[config.mk]
export PLATFORM = sky130hd
export DESIGN_NAME = voice_tdm_nco_bank
export DESIGN_NICKNAME = d
export VERILOG_FILES = /design/src/rtl/synth_voice_pkg.sv /design/src/rtl/voice_nco_step.sv /design/src/rtl/voice_tdm_nco_bank.sv
export SDC_FILE = /design/constraint.sdc
export NUM_CORES = 1
export LEC_CHECK = 0
export CORE_ASPECT_RATIO = 1.4
export CORE_MARGIN = 2
export CORE_UTILIZATION = 63
export DETAILED_ROUTE_END_ITERATION = 6
export HOLD_SLACK_MARGIN = 0.03
export PLACE_DENSITY = 0.79
export SLEW_MARGIN = 20
export SYNTH_ARGS = -nofsm -noshare
export SYNTH_HDL_FRONTEND = slang
export SYNTH_HIERARCHICAL = 1
export SYNTH_SLANG_ARGS = --single-unit
[constraint.sdc]
create_clock -name sys_clk -period 16.15 [get_ports sys_clk]
set_clock_uncertainty 0.05 [all_clocks]
set_input_delay 4.845 -clock sys_clk [delete_from_list [all_inputs] [get_ports sys_clk]]
set_output_delay 4.845 -clock sys_clk [all_outputs]
set_load 0.01 [all_outputs]
[src/rtl/synth_voice_pkg.sv]
// Shared encodings for the poly-synth voice NCO bank: config selectors,
// waveform codes and default sizing.
package synth_voice_pkg;

  typedef enum logic [1:0] {
    CFG_DIV   = 2'd0,
    CFG_PHASE = 2'd1,
    CFG_WAVE  = 2'd2,
    CFG_RSVD  = 2'd3
  } cfg_sel_e;

  typedef enum logic [1:0] {
    WAVE_SAW = 2'd0,
    WAVE_SQR = 2'd1,
    WAVE_TRI = 2'd2,
    WAVE_SIN = 2'd3
  } wave_e;

  localparam int DEF_NUM_VOICES  = 8;
  localparam int DEF_VOICE_BITS  = 3;
  localparam int DEF_D_W         = 16;
  localparam int DEF_ADDR_W      = 8;
  localparam int DEF_MIN_DIVIDER = 8;

endpackage

[src/rtl/voice_nco_step.sv]
// Combinational next-state of one voice NCO; shared across all TDM slots.
module voice_nco_step #(
  parameter int D_W         = 16,
  parameter int ADDR_W      = 8,
  parameter int MIN_DIVIDER = 8
) (
  input  logic [D_W-1:0]    div,
  input  logic [D_W-1:0]    cnt,
  input  logic [ADDR_W-1:0] base,
  input  logic [ADDR_W-1:0] phase,
  output logic [D_W-1:0]    cnt_nxt,
  output logic [ADDR_W-1:0] base_nxt,
  output logic [ADDR_W-1:0] addr,
  output logic              enabled
);

  always_comb begin
    enabled  = (div >= D_W'(MIN_DIVIDER));
    addr     = base + phase;
    cnt_nxt  = cnt + D_W'(1);
    base_nxt = base;
    if (!enabled) begin
      cnt_nxt = '0;
    end else if (cnt >= div - D_W'(1)) begin
      // >= rather than == so a divider shrunk below cnt wraps at once
      cnt_nxt  = '0;
      base_nxt = base + ADDR_W'(1);
    end
  end

endmodule

[src/rtl/voice_tdm_nco_bank.sv]
// Time-multiplexed bank of NUM_VOICES NCOs, one voice per clock.
// Optional VOICE_PHASE_SYNC_EN: divider writes hard-sync cnt/base to 0.
module voice_tdm_nco_bank
  import synth_voice_pkg::*;
#(
  parameter int NUM_VOICES  = DEF_NUM_VOICES,
  parameter int VOICE_BITS  = DEF_VOICE_BITS,
  parameter int D_W         = DEF_D_W,
  parameter int ADDR_W      = DEF_ADDR_W,
  parameter int MIN_DIVIDER = DEF_MIN_DIVIDER
) (
  input  logic                  sys_clk,
  input  logic                  sys_rst_n,
  input  logic                  cfg_we,
  input  logic [VOICE_BITS-1:0] cfg_voice,
  input  logic [1:0]            cfg_sel,
  input  logic [D_W-1:0]        cfg_data,
  output logic [VOICE_BITS-1:0] tdm_voice_num,
  output logic [ADDR_W-1:0]     tdm_voice_addr,
  output logic                  tdm_voice_enabled,
  output logic [1:0]            tdm_wavesel,
  output logic                  tdm_frame_start
);

  // State arrays span the full index space so slot/cfg indexing is exact;
  // entries at or above NUM_VOICES are never written and stay constant.
  localparam int NV_PAD = 1 << VOICE_BITS;

  logic rst_meta_q, rst_sync_q;

  always_ff @(posedge sys_clk or negedge sys_rst_n) begin
    if (!sys_rst_n) begin
      rst_meta_q <= 1'b0;
      rst_sync_q <= 1'b0;
    end else begin
      rst_meta_q <= 1'b1;
      rst_sync_q <= rst_meta_q;
    end
  end

  logic [NV_PAD-1:0][D_W-1:0]    div_q, div_d, cnt_q, cnt_d;
  logic [NV_PAD-1:0][ADDR_W-1:0] phase_q, phase_d, base_q, base_d;
  logic [NV_PAD-1:0][1:0]        wave_q, wave_d;
  logic [VOICE_BITS-1:0]         slot_q, slot_d;

  logic [VOICE_BITS-1:0] num_q, num_d;
  logic [ADDR_W-1:0]     addr_q, addr_d;
  logic                  en_q, en_d;
  logic [1:0]            wsel_q, wsel_d;
  logic                  fs_q, fs_d;

  logic [D_W-1:0]    step_cnt;
  logic [ADDR_W-1:0] step_base, step_addr;
  logic              step_en;
  logic              cfg_hit;

  voice_nco_step #(
    .D_W        (D_W),
    .ADDR_W     (ADDR_W),
    .MIN_DIVIDER(MIN_DIVIDER)
  ) u_step (
    .div     (div_q[slot_q]),
    .cnt     (cnt_q[slot_q]),
    .base    (base_q[slot_q]),
    .phase   (phase_q[slot_q]),
    .cnt_nxt (step_cnt),
    .base_nxt(step_base),
    .addr    (step_addr),
    .enabled (step_en)
  );

  assign cfg_hit = cfg_we && ({1'b0, cfg_voice} < (VOICE_BITS+1)'(NUM_VOICES));

  always_comb begin
    div_d   = div_q;
    cnt_d   = cnt_q;
    phase_d = phase_q;
    base_d  = base_q;
    wave_d  = wave_q;

    cnt_d[slot_q]  = step_cnt;
    base_d[slot_q] = step_base;

    // Config applied after the slot update: a same-slot write only takes
    // effect on the voice's next visit (and sync overrides the slot step).
    if (cfg_hit) begin
      case (cfg_sel_e'(cfg_sel))
        CFG_DIV: begin
          div_d[cfg_voice] = cfg_data;
`ifdef VOICE_PHASE_SYNC_EN
          cnt_d[cfg_voice]  = '0;
          base_d[cfg_voice] = '0;
`endif
        end
        CFG_PHASE: phase_d[cfg_voice] = cfg_data[ADDR_W-1:0];
        CFG_WAVE:  wave_d[cfg_voice]  = cfg_data[1:0];
        default: ;
      endcase
    end

    slot_d = (slot_q == VOICE_BITS'(NUM_VOICES-1)) ? '0 : slot_q + VOICE_BITS'(1);

    num_d  = slot_q;
    addr_d = step_addr;
    en_d   = step_en;
    wsel_d = wave_q[slot_q];
    fs_d   = (slot_q == '0);
  end

  always_ff @(posedge sys_clk or negedge rst_sync_q) begin
    if (!rst_sync_q) begin
      div_q   <= '0;
      cnt_q   <= '0;
      phase_q <= '0;
      base_q  <= '0;
      wave_q  <= '0;
      slot_q  <= '0;
      num_q   <= '0;
      addr_q  <= '0;
      en_q    <= 1'b0;
      wsel_q  <= '0;
      fs_q    <= 1'b0;
    end else begin
      div_q   <= div_d;
      cnt_q   <= cnt_d;
      phase_q <= phase_d;
      base_q  <= base_d;
      wave_q  <= wave_d;
      slot_q  <= slot_d;
      num_q   <= num_d;
      addr_q  <= addr_d;
      en_q    <= en_d;
      wsel_q  <= wsel_d;
      fs_q    <= fs_d;
    end
  end

  assign tdm_voice_num     = num_q;
  assign tdm_voice_addr    = addr_q;
  assign tdm_voice_enabled = en_q;
  assign tdm_wavesel       = wsel_q;
  assign tdm_frame_start   = fs_q;

endmodule
Figure 1. Clock wiring as the flow saved it (run 1).
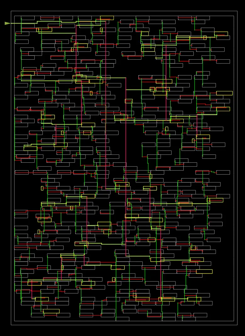
flop count: 420
clk sinks: 420
clk latency late pin: 0.54 ns
clkbuf count: 60

Figure 2. Clock wires, drivers and flops (run 1).
Bar = 50 um.
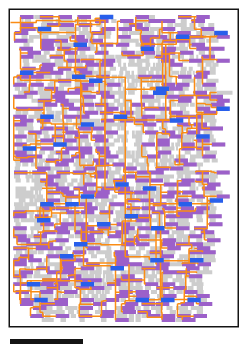
Purple shows flip-flops, count 420. Blue shows clock-net drivers, count 41. Orange shows clock wires, length 4790 um.
Position of the flops: all over the die. There are 42 routed clock nets.
clk pwr: 0.971 mW
share of total power in the clock network: 36.4%

Figure 3. Zoomed window (run 1).
Window x 58 to 98, y 88 to 128 um. Cells in grey, sequential cells in the stronger grey; small squares are vias.
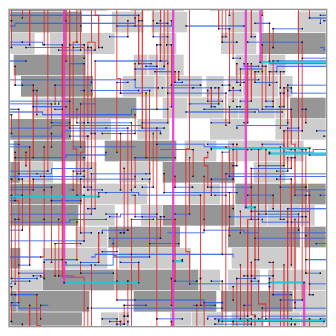
Blue shows M1. Red shows M2. Cyan shows M3. Magenta shows M4.
Sequential cells in the window: 22. 84 logic cells have their middle in the window. Most frequent: mux2_2 (22), dfrtp_1 (20), ha_1 (7). Netlist names of flops here include `div_q` (11), `cnt_q` (7), `num_d` (2).

==> summary.txt, run 1 <==
run metrics: outcome=complete, no violations, post-layout min period=6.66 ns, Max-area cell share=52.2%, Worst Tran Pin Value=0.994 ns, most frequent cells after synthesis=mux2_2, dfrtp_1, mux4_2, buf_2, nor2_1, power density cells=121 nW/um^2, max-cap violations=0, die height=216 um, Cell area leaders=dfrtp_1, mux2_2, mux4_2, ha_1, xnor2_1, initial antenna violation count=0, Post-CTS Repair Setup Buffers=0, I/O Pins=39, Ys Warns=6, xor/xnor share=1.78%, I/O Buffers=38, Synth cell types=56, part of the cycle the worst path needs=41.2%, post-DP HPWL=23900 um, vias in the first global route=12100, Hold Fails Final Rpt=0, most frequent cells in the layout=mux2_2, dfrtp_1, mux4_2, die area=33400 um^2, Top cell excl fill/tap=mux2_2, Worst Setup EP=phase_q[42], CTS root buf=clkbuf_16, mux frac, synth=36.6%, Routed WL=39500 um, drt first pass iters=5, critical path startpoint=cfg_voice[1], post-synth top area cell=dfrtp_1, Hold Path Origin=rst_meta_q, setup slack after layout=9.49 ns, post-route ant nets=0, Die Span X=155 um, setup TNS=0 ns, Worst Hold Depth=0, simple share=4.29%, Reg2Reg Setup Slack=10.35 ns, clock-pin slew on the worst setup and hold paths=0.06 ns, Mean Syn Cell Area=15.4 um^2, tool warnings=27, LEAKAGE=10.1 nW, number of enable flip-flop cells=0, vias=11000, reg2reg path depth=14, yosys synthesis chip area=20100 um^2, Async SR Flop Fraction=100%, first-pass GRT wire length=65400 um, GRT Resource Usage Total=25.1%, Pint=2.02 mW, ys flops=420, fin util=70.2%, clk buf depth=3, AO/OA Area Share=0.814%, DRC=0, CTS resizes=0, sequential power=1.30 mW, Tot Pwr=2.67 mW, Yosys top cell by instances=mux2_2, Non-Filler Instances=1752, Iteration-0 DRC Markers=527, Max Clk Rate=150 MHz, CTS Hold Bufs=0, reg2reg end=base_q[14], Core Util at FP=63.9%, Wirelength per Cell=22.5 um, switching fraction of total power=24.2%, Final Setup Violations=0, Synth Net Count=1358, cells in synth_stat.txt=1304, Combinational Power=0.404 mW, grt ovf=0, dpl cell area=20700 um^2, Net Switching=0.645 mW, top_reg_cell synth=dfrtp_1, Placed Cells=1679, core area=31500 um^2, pre-CTS WS=8.92 ns, part of the power in registers=48.5%, # rows=77, Layout Cell Area excl Fill=22100 um^2, combinational fraction of design power=15.1%, WS Path Type=input port to flop, area of the mapped netlist=20100 um^2, Top logic family=multiplexers, adder share=1.90%, Hold Slack=0.312 ns, TritonCTS Buffers=41, worst vdd ir=97.2 uV, CP max FO=16, DR vias/cell=6.28, Rel. slew slack=33.7%, crit path DAT=7.03 ns, type of origin of the critical path=input port, largest net degree at the start of global routing=79, top flop regs=cnt_q: 128 flops, div_q: 128 flops, Pwr top=registers, layout cells sized above 1=48.0%, Critical R2R Launch=num_d[0], Area growth syn-to-layout=9.81%, gpl congestion=0.770, Slew Viols, Final=0, Critical Path Sink Type=flop, hold worst-path end=rst_sync_q, register share after synthesis=52.2%, Inserted Diodes=0, Mapped Cells=1304, H-tree lvl count=2, Worst Hold Class=flop to flop, Worst Path Required=16.52 ns, RSZ-0062 raised after global routing=no, fin nets=1381, TritonCTS clock tree=done
run 1: metal layers:
| metal | up-vias | wire length, um | global-route usage, % |
|---|---|---|---|
| li1 | 4866 | - | - |
| met1 | 5896 | 16900 | 34.1 |
| met2 | 170 | 20300 | 42.4 |
| met3 | 69 | 1260 | 3.39 |
| met4 | 0 | 957 | 7.99 |
| met5 | - | 0 | 0 |
run 1: worst max-delay path, cell delays in order:
cell and delay, ns:
clkdlybuf4s50_1 0.63, nor2b_1 0.34, nor2b_1 0.78, mux2_2 0.42
run 1: layout make-up:
class	count	area, um^2
Clock buffer	60	1190
Clock inverter	13	173
Multi-Input combinational cell	793	9160
Fill cell	2105	9390
Tap cell	395	494
Sequential cell	420	10500
Inverter	15	56.3
Timing Repair Buffer	56	515
==> run 2: changes to the inputs <==
Clock period 16.15 ns to 6.5 ns, I/O delays scaled along.
==> summary.txt, run 2 <==
run metrics: I/O Pins=39 (unchanged), Met3 Wirelength=1140 um (-9.7%), outcome=complete, no violations, DRC=0 (unchanged), Combinational Power=1.02 mW (+150%), most frequent cells in the layout=mux2_2, dfrtp_1, mux4_2, fin util=70.3% (+0.076 points), power density cells=298 nW/um^2 (+150%), layout cells sized above 1=47.9% (about the same), Post-CTS Repair Setup Buffers=0 (unchanged), Non-clock buffer share=2.49% (+0.16 points), grt ovf=0 (unchanged), post-DP HPWL=24300 um (+1.5%), Mapped Cells=1304 (unchanged), cells in synth_stat.txt=1304 (unchanged), ys flops=420 (unchanged), sequential power=3.22 mW (+150%), Non-Clock Buffer Count=56 (unchanged), flop count=420 (unchanged), drt first pass iters=6 (+1), CTS Hold Bufs=0 (unchanged), die height=216 um (unchanged), register share after synthesis=52.2% (unchanged), Seq/total area=47.6% (-0.051 points), Die Span X=155 um (unchanged), register area=10500 um^2 (unchanged), crit path max-delay cell type=dfrtp_4, die area=33400 um^2 (unchanged), most frequent cells after synthesis=mux2_2, dfrtp_1, mux4_2, buf_2, nor2_1, number of enable flip-flop cells=0 (unchanged), Ys Warns=6 (unchanged), pre-CTS WS=1.30 ns (-7.62 ns), Rel. slew slack=27.8% (-6.0 points), post-route ant nets=0 (unchanged), Hold Fails Final Rpt=0 (unchanged), Iteration-0 DRC Markers=515 (-2.3%), CTS resizes=0 (unchanged), RSZ-0062 raised after global routing=no, crit path cell chain=mux4_2, mux2_2, nor3_1, nand3_1, nor3b_1, xnor2_1, ha_1, nand4_1, o41ai_4, nand2_1, xnor2_1, mux2_2, xor/xnor share=1.78% (unchanged), I/O Buffers=38 (unchanged), Net Switching=1.60 mW (+150%), Hold Slack=0.269 ns (-0.0427 ns), tool warnings=29 (+7.4%), yosys synthesis chip area=20100 um^2 (unchanged), setup slack after layout=1.35 ns (-8.14 ns), Comb gates=793 (unchanged), combinational fraction of the cell area=41.4% (-0.044 points), max-cap violations=0 (unchanged), Yosys top cell by instances=mux2_2, Critical Path Sink Type=flop, setup TNS=0 ns (unchanged), DR vias/cell=6.24 (-0.58%), share of total power in the clock network=35.8% (-0.6 points), Layout Cell Area excl Fill=22100 um^2 (+0.11%), Top logic family=multiplexers, Final Setup Violations=0 (unchanged), Top Metal Used=met4, Max Clk Rate=194 MHz, CTS root buf=clkbuf_16, met1 Use GR=34.1% (-0.098 points), LEAKAGE=10.1 nW (about the same), switching fraction of total power=24.3% (+0.12 points), initial antenna violation count=0 (unchanged), CP max FO=38 (+22), top flop regs=cnt_q: 128 flops, div_q: 128 flops, Max-area cell share=52.2% (unchanged), top_reg_cell synth=dfrtp_1, clk latency late pin=0.54 ns (about the same), M1 wire length=16900 um (about the same)
-- run 2: cell count changes in the layout (fill, tap and decap cells not counted), sizes merged --
cell	delta
clkinvlp	+1
clkbuf	+5
bufinv	-2
clkinv	-3
-- run 2: path summary, 6_finish.rpt --
check                      slack, ns  cells past startpoint        from         end
max                             1.35                     12    num_d[0]  base_q[16]
min in group sys_clk            0.30                      0  rst_meta_q  rst_sync_q
min reg2reg                     0.27                      0  rst_sync_q   div_q[24]
max reg2reg                     1.35                     12    num_d[0]  base_q[16]
max in group asynchronous       4.39                      2  rst_sync_q    cnt_q[6]
min                             0.27                      0  rst_sync_q   div_q[24]
-- run 2: kinds of logic after synthesis --
group	Yosys count
muxes	551
DFF	420
and+or+nand+nor	146
buffers and inverters	91
xor gates and xnor gates	41
adders and majority gates	30
AOI/OAI and AO/OA	24
other	1
Figure 4. Clock wiring as the flow saved it (run 2).
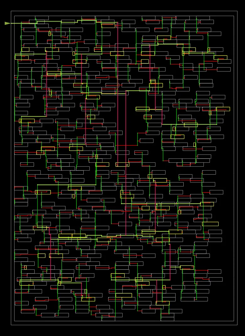
clkbuf count: 65
clk pwr: 2.37 mW
TritonCTS Buffers: 41

Figure 5. M3 wires (run 2).
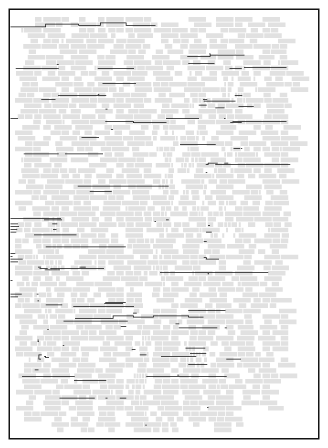
54 nets have wire on it. The longest straight run is 54.3 um. The wires run mostly horizontal.
met3 capacity usage during global routing: 3.65%
vias: 10900
Routed WL: 39900 um

==> run 3: changes to the inputs <==
Settings changed: CORE_UTILIZATION 63 to 57, PLACE_DENSITY 0.79 to 0.76.
Clock period 6.5 ns to 4.2 ns, I/O delays scaled along.
==> summary.txt, run 3 <==
run metrics: Worst Hold Depth=0, Hold Slack=0.298 ns (+0.0283 ns), register area=10500 um^2 (unchanged), outcome=finished with violations, fin util=67.5% (-2.8 points), reg2reg path depth=19 (+7), Iteration-0 DRC Markers=611 (+19%), top_reg_cell synth=dfrtp_1, number of enable flip-flop cells=0 (unchanged), Yosys top cell by instances=mux2_2, crit path max-delay cell type=mux4_2, cells in synth_stat.txt=1304 (unchanged), I/O Buffers=38 (unchanged), power density cells=452 nW/um^2 (+51%), Seq/total area=44.7% (-2.8 points), CP max FO=8 (-79%), most frequent cells after synthesis=mux2_2, dfrtp_1, mux4_2, buf_2, nor2_1, DR vias/cell=6.05 (-3.0%), CTS root buf=clkbuf_16, pre-CTS WS=-0.477 ns (-1.78 ns), max-cap violations=0 (unchanged), Die Span X=163 um (+5.0%), clk latency late pin=0.54 ns (about the same), Rel. slew slack=42.2% (+14 points), failing checks=setup timing, Critical Path Sink Type=flop, Ys Warns=6 (unchanged), met1 Use GR=31.2% (-2.9 points), die area=36900 um^2 (+10%), WL met2=22800 um, layout cells sized above 1=54.4% (+6.4 points), Met3 Wirelength=1220 um (+7.3%), Hold Fails Final Rpt=0 (unchanged), post-route ant nets=0 (unchanged), Max Clk Rate=228 MHz (+18%), first-pass GRT wire length=69400 um, TritonCTS Buffers=41 (unchanged), register share after synthesis=52.2% (unchanged), Non-Clock Buffer Count=144 (+160%), Mapped Cells=1304 (unchanged), crit path cell chain=buf_12, mux4_2, mux2_4, inv_1, ha_2, nand2b_4, buf_4, nor4_4, xnor2_1, ha_1, nand2_1, nor3_2, a21oi_2, o41ai_4, buf_6, buf_6, nand4_1, xnor2_4, mux2_4, CTS Hold Bufs=0 (unchanged), initial antenna violation count=0 (unchanged), Comb gates=794 (+0.13%), CTS resizes=48 (+48), setup slack after layout=-0.181 ns (-1.53 ns), M1 wire length=18200 um (+7.4%), flop count=420 (unchanged), grt ovf=0 (unchanged), xor/xnor share=1.78% (unchanged), Final Setup Violations=110 (+110), I/O Pins=39 (unchanged), DRC=0 (unchanged), Post-CTS Repair Setup Buffers=7 (+7), ys flops=420 (unchanged), Top Metal Used=met4, yosys synthesis chip area=20100 um^2 (unchanged), setup TNS=-5.66 ns (-5.66 ns), tool warnings=34 (+17%), most frequent cells in the layout=dfrtp_1, mux2_2, mux4_2
run 3: cell counts after synthesis:
No cell type changed its count.
run 3: final timing paths:
kind / start / to / slack, ns
worst min-delay path: rst_meta_q / rst_sync_q / 0.30
min in group asynchronous: rst_sync_q / div_q[8] / 0.38
max in group asynchronous: rst_sync_q / base_q[47] / 2.57
worst max register to register: num_d[0] / base_q[30] / -0.18
worst max-delay path: num_d[0] / base_q[30] / -0.18
worst min register to register: rst_meta_q / rst_sync_q / 0.30
run 3: report_power, final:
part	total, mW	switching, mW	leakage, nW	internal [mW]
registers	4.99	0.319	5.52	4.67
clock network	3.72	1.53	0.677	2.19
logic	1.91	0.776	4.68	1.14
total	10.6	2.63	10.9	8.00
Figure 6. Clock wiring as the flow saved it (run 3).
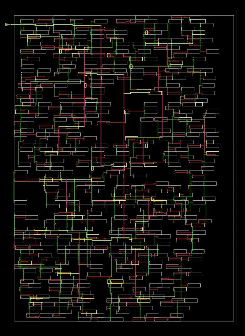
clk pwr: 3.72 mW
clkbuf count: 59

Figure 7. M3 wires (run 3).
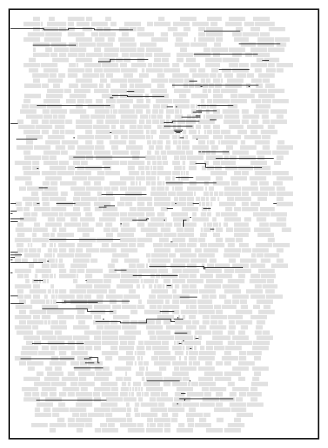
The longest straight run is 45.5 um. The wires run mostly horizontal. 59 nets have wire on it. The layer carries 1220 um of wire. The layer holds 2.8% of the routed length.
met3 capacity usage during global routing: 3.37%
vias: 11500
Routed WL: 43200 um

Power figures rest on the tool's default switching activity, not on a simulated workload.
